**Sequential cells colored by netlist name**

Drawn at 6 px/um.
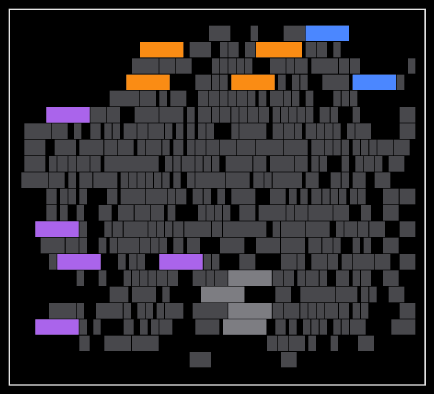
**Layout detail**

Region (42, 6) to (62, 26) um. Cells in gray, sequential cells in the stronger gray; small squares are vias.
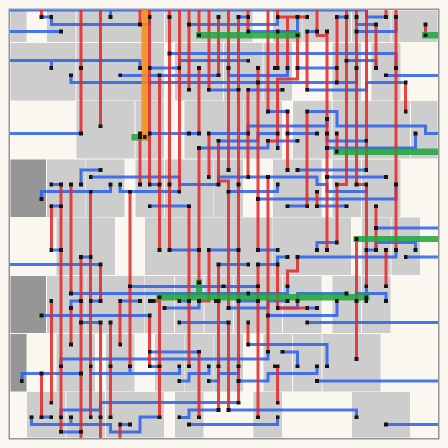
**Clock network drawn from the DEF**

Drawn at 4 px/um.
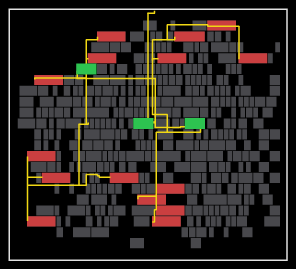
### config.mk
export PLATFORM = sky130hd
export DESIGN_NAME = control_unit
export DESIGN_NICKNAME = d
export VERILOG_FILES = /design/src/rtl/cpu_ctrl_pkg.sv /design/src/rtl/ctrl_decode.sv /design/src/rtl/control_unit.sv
export SDC_FILE = /design/constraint.sdc
export NUM_CORES = 1
export LEC_CHECK = 0
export ABC_AREA = 1
export CAP_MARGIN = 20
export CORE_ASPECT_RATIO = 0.9
export CORE_UTILIZATION = 47
export CTS_CLUSTER_SIZE = 28
export DETAILED_ROUTE_END_ITERATION = 8
export PLACE_DENSITY = 0.87
export SLEW_MARGIN = 40
export SYNTH_ARGS = -nofsm -noshare
export SYNTH_HDL_FRONTEND = slang
export SYNTH_SLANG_ARGS = --single-unit
### constraint.sdc
create_clock -name clk -period 3.7 [get_ports clk]
set_clock_uncertainty 0.05 [all_clocks]
set_input_delay 0.74 -clock clk [delete_from_list [all_inputs] [get_ports clk]]
set_output_delay 0.74 -clock clk [all_outputs]
set_load 0.03 [all_outputs]
### src/rtl/cpu_ctrl_pkg.sv
// Shared definitions for the single-bus datapath sequencer: opcodes, ALU codes,
// controller state and instruction-class enums, and the opcode-to-ALU mapping.
package cpu_ctrl_pkg;

    localparam logic [4:0] OP_LD   = 5'd0;
    localparam logic [4:0] OP_LDI  = 5'd1;
    localparam logic [4:0] OP_ST   = 5'd2;
    localparam logic [4:0] OP_ADD  = 5'd3;
    localparam logic [4:0] OP_SUB  = 5'd4;
    localparam logic [4:0] OP_AND  = 5'd5;
    localparam logic [4:0] OP_OR   = 5'd6;
    localparam logic [4:0] OP_SHR  = 5'd7;
    localparam logic [4:0] OP_SHRA = 5'd8;
    localparam logic [4:0] OP_SHL  = 5'd9;
    localparam logic [4:0] OP_ROR  = 5'd10;
    localparam logic [4:0] OP_ROL  = 5'd11;
    localparam logic [4:0] OP_ADDI = 5'd12;
    localparam logic [4:0] OP_ANDI = 5'd13;
    localparam logic [4:0] OP_ORI  = 5'd14;
    localparam logic [4:0] OP_NEG  = 5'd17;
    localparam logic [4:0] OP_NOT  = 5'd18;
    localparam logic [4:0] OP_BR   = 5'd19;
    localparam logic [4:0] OP_JR   = 5'd20;
    localparam logic [4:0] OP_NOP  = 5'd26;
    localparam logic [4:0] OP_HALT = 5'd27;

    localparam logic [4:0] ALU_NOP  = 5'd0;
    localparam logic [4:0] ALU_AND  = 5'd1;
    localparam logic [4:0] ALU_ADD  = 5'd2;
    localparam logic [4:0] ALU_SUB  = 5'd3;
    localparam logic [4:0] ALU_OR   = 5'd4;
    localparam logic [4:0] ALU_SHR  = 5'd5;
    localparam logic [4:0] ALU_SHRA = 5'd6;
    localparam logic [4:0] ALU_SHL  = 5'd7;
    localparam logic [4:0] ALU_ROR  = 5'd8;
    localparam logic [4:0] ALU_ROL  = 5'd9;
    localparam logic [4:0] ALU_NEG  = 5'd10;
    localparam logic [4:0] ALU_NOT  = 5'd11;
    localparam logic [4:0] ALU_INC  = 5'd12;

    typedef enum logic [3:0] {
        RST  = 4'd0,
        T0   = 4'd1,
        T1   = 4'd2,
        T2   = 4'd3,
        T3   = 4'd4,
        T4   = 4'd5,
        T5   = 4'd6,
        T6   = 4'd7,
        T7   = 4'd8,
        HALT = 4'd9
    } state_t;

    typedef enum logic [3:0] {
        CL_LD    = 4'd0,
        CL_LDI   = 4'd1,
        CL_ST    = 4'd2,
        CL_RALU  = 4'd3,
        CL_IALU  = 4'd4,
        CL_UNARY = 4'd5,
        CL_BR    = 4'd6,
        CL_JR    = 4'd7,
        CL_NOP   = 4'd8,
        CL_HALT  = 4'd9,
        CL_ILL   = 4'd10
    } iclass_t;

    // Immediate forms share the ALU function of their register counterparts.
    function automatic logic [4:0] alu_sel(input logic [4:0] op);
        case (op)
            OP_ADD, OP_ADDI: alu_sel = ALU_ADD;
            OP_SUB:          alu_sel = ALU_SUB;
            OP_AND, OP_ANDI: alu_sel = ALU_AND;
            OP_OR, OP_ORI:   alu_sel = ALU_OR;
            OP_SHR:          alu_sel = ALU_SHR;
            OP_SHRA:         alu_sel = ALU_SHRA;
            OP_SHL:          alu_sel = ALU_SHL;
            OP_ROR:          alu_sel = ALU_ROR;
            OP_ROL:          alu_sel = ALU_ROL;
            OP_NEG:          alu_sel = ALU_NEG;
            OP_NOT:          alu_sel = ALU_NOT;
            default:         alu_sel = ALU_ADD;
        endcase
    endfunction

endpackage

### src/rtl/ctrl_decode.sv
// Combinational opcode classifier: instruction class and the index of the
// last T-step that class executes before returning to fetch.
module ctrl_decode
    import cpu_ctrl_pkg::*;
(
    input  logic [4:0] i_op,
    output iclass_t    o_cls,
    output logic [2:0] o_last
);

    // Classify the opcode; anything unlisted is illegal and ends at T3.
    always_comb begin
        o_cls  = CL_ILL;
        o_last = 3'd3;
        case (i_op)
            OP_LD:   begin o_cls = CL_LD;   o_last = 3'd7; end
            OP_ST:   begin o_cls = CL_ST;   o_last = 3'd7; end
            OP_LDI:  begin o_cls = CL_LDI;  o_last = 3'd5; end
            OP_ADD, OP_SUB, OP_AND, OP_OR, OP_SHR,
            OP_SHRA, OP_SHL, OP_ROR, OP_ROL:
                     begin o_cls = CL_RALU; o_last = 3'd5; end
            OP_ADDI, OP_ANDI, OP_ORI:
                     begin o_cls = CL_IALU; o_last = 3'd5; end
            OP_NEG, OP_NOT:
                     begin o_cls = CL_UNARY; o_last = 3'd4; end
            OP_BR:   begin o_cls = CL_BR;   o_last = 3'd6; end
            OP_JR:   begin o_cls = CL_JR;   o_last = 3'd3; end
            OP_NOP:  begin o_cls = CL_NOP;  o_last = 3'd2; end
            OP_HALT: begin o_cls = CL_HALT; o_last = 3'd2; end
            default: begin o_cls = CL_ILL;  o_last = 3'd3; end
        endcase
    end

endmodule

### src/rtl/control_unit.sv
// Hardwired fetch/decode/execute sequencer producing the one-hot control
// strobes of the single-bus datapath, one micro-step per clock.
module control_unit
    import cpu_ctrl_pkg::*;
#(
    parameter int unsigned RST_PC_HOLD = 0
) (
    input  logic        clk,
    input  logic        clr,
    input  logic [31:0] ir,
    input  logic        ConOtp,
    output logic        PCout,
    output logic        Zlowout,
    output logic        MDRout,
    output logic        Cout,
    output logic        BAout,
    output logic        Rout,
    output logic        PCin,
    output logic        MARin,
    output logic        MDRin,
    output logic        IRin,
    output logic        Yin,
    output logic        Zin,
    output logic        Rin,
    output logic        CONin,
    output logic        Gra,
    output logic        Grb,
    output logic        Grc,
    output logic        Read,
    output logic        Write,
    output logic [4:0]  OpCode,
    output logic        run,
    output logic        illegal
);

    localparam logic [1:0] HOLD_LAST = RST_PC_HOLD[1:0];

    state_t      r_state;
    state_t      w_next_state;
    logic [1:0]  r_hold_cnt;
    logic [1:0]  w_hold_next;
    logic [4:0]  r_op;
    logic [4:0]  w_dec_op;
    iclass_t     w_cls;
    logic [2:0]  w_last;
    logic [3:0]  w_step_full;
    logic [2:0]  w_step;
    logic        w_unused;

    assign w_unused = ^ir[26:0];

    // The opcode is captured at the end of T2, so later IR changes cannot
    // disturb an instruction in flight; T2 itself decodes the live IR.
    assign w_dec_op    = (r_state == T2) ? ir[31:27] : r_op;
    assign w_step_full = r_state - 4'd1;
    assign w_step      = w_step_full[2:0];

    ctrl_decode u_decode (
        .i_op   (w_dec_op),
        .o_cls  (w_cls),
        .o_last (w_last)
    );

    // State, reset-hold counter and latched opcode.
    always_ff @(posedge clk) begin
        if (!clr) begin
            r_state    <= RST;
            r_hold_cnt <= 2'd0;
            r_op       <= OP_NOP;
        end else begin
            r_state    <= w_next_state;
            r_hold_cnt <= w_hold_next;
            r_op       <= (r_state == T2) ? ir[31:27] : r_op;
        end
    end

    // Next-state sequencing.
    always_comb begin
        w_next_state = r_state;
        w_hold_next  = r_hold_cnt;
        case (r_state)
            RST: begin
                if (r_hold_cnt == HOLD_LAST) begin
                    w_next_state = T0;
                    w_hold_next  = 2'd0;
                end else begin
                    w_hold_next  = r_hold_cnt + 2'd1;
                end
            end
            T0: w_next_state = T1;
            T1: w_next_state = T2;
            T2: begin
                if (w_cls == CL_HALT) begin
                    w_next_state = HALT;
                end else if (w_last == 3'd2) begin
                    w_next_state = T0;
                end else begin
                    w_next_state = T3;
                end
            end
            T3, T4, T5, T6, T7: begin
                if (w_step == w_last) begin
                    w_next_state = T0;
                end else begin
                    w_next_state = state_t'(r_state + 4'd1);
                end
            end
            HALT:    w_next_state = HALT;
            default: w_next_state = RST;
        endcase
    end

    // Control strobe decode from state and instruction class.
    always_comb begin
        PCout = 1'b0; Zlowout = 1'b0; MDRout = 1'b0; Cout = 1'b0;
        BAout = 1'b0; Rout = 1'b0; PCin = 1'b0; MARin = 1'b0;
        MDRin = 1'b0; IRin = 1'b0; Yin = 1'b0; Zin = 1'b0;
        Rin = 1'b0; CONin = 1'b0; Gra = 1'b0; Grb = 1'b0; Grc = 1'b0;
        Read = 1'b0; Write = 1'b0; OpCode = ALU_NOP;
        run = 1'b1; illegal = 1'b0;
        case (r_state)
            RST:  run = 1'b1;
            HALT: run = 1'b0;
            T0: begin PCout = 1'b1; MARin = 1'b1; OpCode = ALU_INC; Zin = 1'b1; end
            T1: begin Zlowout = 1'b1; PCin = 1'b1; Read = 1'b1; MDRin = 1'b1; end
            T2: begin MDRout = 1'b1; IRin = 1'b1; end
            T3: begin
                case (w_cls)
                    CL_LD, CL_LDI, CL_ST: begin Grb = 1'b1; Rout = 1'b1; BAout = 1'b1; Yin = 1'b1; end
                    CL_RALU, CL_IALU:     begin Grb = 1'b1; Rout = 1'b1; Yin = 1'b1; end
                    CL_UNARY: begin Grb = 1'b1; Rout = 1'b1; OpCode = alu_sel(r_op); Zin = 1'b1; end
                    CL_BR:    begin Gra = 1'b1; Rout = 1'b1; CONin = 1'b1; end
                    CL_JR:    begin Gra = 1'b1; Rout = 1'b1; PCin = 1'b1; end
                    CL_ILL:   illegal = 1'b1;
                    default:  illegal = 1'b0;
                endcase
            end
            T4: begin
                case (w_cls)
                    CL_LD, CL_LDI, CL_ST: begin Cout = 1'b1; OpCode = ALU_ADD; Zin = 1'b1; end
                    CL_RALU:  begin Grc = 1'b1; Rout = 1'b1; OpCode = alu_sel(r_op); Zin = 1'b1; end
                    CL_IALU:  begin Cout = 1'b1; OpCode = alu_sel(r_op); Zin = 1'b1; end
                    CL_UNARY: begin Zlowout = 1'b1; Gra = 1'b1; Rin = 1'b1; end
                    CL_BR:    begin PCout = 1'b1; Yin = 1'b1; end
                    default:  OpCode = ALU_NOP;
                endcase
            end
            T5: begin
                case (w_cls)
                    CL_LD, CL_ST: begin Zlowout = 1'b1; MARin = 1'b1; end
                    CL_LDI, CL_RALU, CL_IALU: begin Zlowout = 1'b1; Gra = 1'b1; Rin = 1'b1; end
                    CL_BR:   begin Cout = 1'b1; OpCode = ALU_ADD; Zin = 1'b1; end
                    default: OpCode = ALU_NOP;
                endcase
            end
            T6: begin
                case (w_cls)
                    CL_LD: begin Read = 1'b1; MDRin = 1'b1; end
                    CL_ST: begin Gra = 1'b1; Rout = 1'b1; MDRin = 1'b1; end
                    CL_BR: begin
                        if (ConOtp) begin
                            Zlowout = 1'b1;
                            PCin    = 1'b1;
                        end else begin
                            Zlowout = 1'b0;
                            PCin    = 1'b0;
                        end
                    end
                    default: OpCode = ALU_NOP;
                endcase
            end
            T7: begin
                case (w_cls)
                    CL_LD:   begin MDRout = 1'b1; Gra = 1'b1; Rin = 1'b1; end
                    CL_ST:   Write = 1'b1;
                    default: OpCode = ALU_NOP;
                endcase
            end
            default: run = 1'b1;
        endcase
    end

endmodule

==> CHANGELOG.md <==
### Metrics

* Hold slack at 0.4286 ns
* P_clk at 0.145 mW
* Power Density at 575.4 mW/mm^2
* Post-synthesis cell count at 312
* Yosys top cell by area: nand2_1
* Clk sink count at 15
* Yosys stat area at 0.001903 sq mm
* CTS root buf: clkbuf_8
* Leak Pwr at 1.295 nW
* Most used logic cell in the final layout: nand2_1
* R2r setup slk at 1.12 ns
* Die height at 62.37 um
* Sw Pwr at 0.7479 mW
* Max_cap viols at 0
* Number of global-route vias before repair at 1837
* # fillers at 334
* Ant diodes at 0
* M2 GR Usage at 36.04%
* TritonCTS clock tree: done
* Combinational Gates at 249
* Aoi share at 7.429%
* Mux area share at 0%
* EDFF count, synth at 0
* Final Non-Filler Cells at 404
* Met1 Track Usage GR at 30.89%
* Critical Path End Type: output pin
* Seq Cell Count at 15
* Clock Network Area Fraction at 1.876%
* Cell Type Count at 36
* Total power at 1.382 mW
* Inst Count DP at 394
* Critical Path AT at 2.74 ns
* Nets at 407
* XOR/XNOR Area Share at 0.4602%
* 1st-iter DRT viols at 218
* Met3 usage at 3.247%
* Setup WS post-layout at 0.1656 ns
* Clock buffers at 4
* Final setup violation count at 0
* DR vias at 2152
* Hold Path Stages at 2
* Vias per cell at 5.327
* Status: complete, no violations
* Hold crit path type: reg -> reg
* Maximum clock rate at 282.9 MHz
* Initial antenna violation count at 0
* CP cell instances: ha_1 > nand2_4 > nand2_1 > nand2_2 > ha_4 > nand3_1 > nand2_2 > inv_1 > nand2_1 > nand3_2 > nand2_4 > buf_4 > buf_4 > nor2_4 > nand2_1 > o21ai_1 > buf_4
* Crit share post-route at 95.52%
* Clock slew at reported path FFs at 0.07 ns
* Most used flip-flop cell: dfxtp_1
* GRT overflow at 0
* Ys cells at 312
* Clock Tree Buf Depth at 2
* Critical path peak fanout at 15
* Final Instance Area at 0.002401 sq mm
* Syn_nets at 360
* Post-synth area hogs: nand2_1 19%, dfxtp_1 16%, nand3_1 10%
* Gate power share at 73.6%
* Yosys top cell by instances: nand2_1
* Worst Setup Path Type: reg -> out
Back to the opening pictures, 'sequential cells colored by netlist name':
r_op -> purple  # sequential cells 5
r_state -> orange  # sequential cells 4, where top middle
r_hold_cnt -> blue  # sequential cells 2
Seq group: 0.219 mW
flop share of the area: 12.56%
Final Util: 63.46%
Sequential cell area: 301.5 sq um

Back to the opening pictures, 'layout detail':
met2 -> red
met1 -> blue
met4 -> orange
met3 -> green
sequential cells in the window = 0
most frequent = nand2_1 (15), nand3_1 (10), buf_4 (7)
cells with their middle in the window = 56

Back to the opening pictures, 'clock network drawn from the DEF':
clock wires -> yellow  # length 285 um
flip-flops -> red  # count 15
cells driving clock nets -> green  # count 3
routed clock nets = 4
clock power share: 10.5%
clk latency late pin: 0.26 ns

path summary, 6_finish.rpt:
path                       from             to
setup / recovery     r_state[1]           Read
setup reg to reg     r_state[1]     r_state[3]
hold / removal    r_hold_cnt[1]  r_hold_cnt[1]
hold reg to reg   r_hold_cnt[1]  r_hold_cnt[1]
what timing repair did:
action,CTS,global route
gates resized,0,15
endpoints found under the setup margin,0,14
buffers inserted,0,6
worst max-delay path, delay by kind of cell (launching register included):
family                   cells  cell delay [ns]
AND/OR/NAND/NOR             10             0.96
buffers and inverters        4             0.50
adder cells (fa/ha/maj)      2             0.48
flip-flops                   1             0.40
AND-OR/OR-AND                1             0.14
per-layer routing:
layer / up-vias / part of all wire [%]
met3: 13 / 7.5
li1: 1089 / -
met4: 0 / 1.7
met5: - / 0
met2: 100 / 47
met1: 950 / 44
Power and IR drop assume default switching activity.
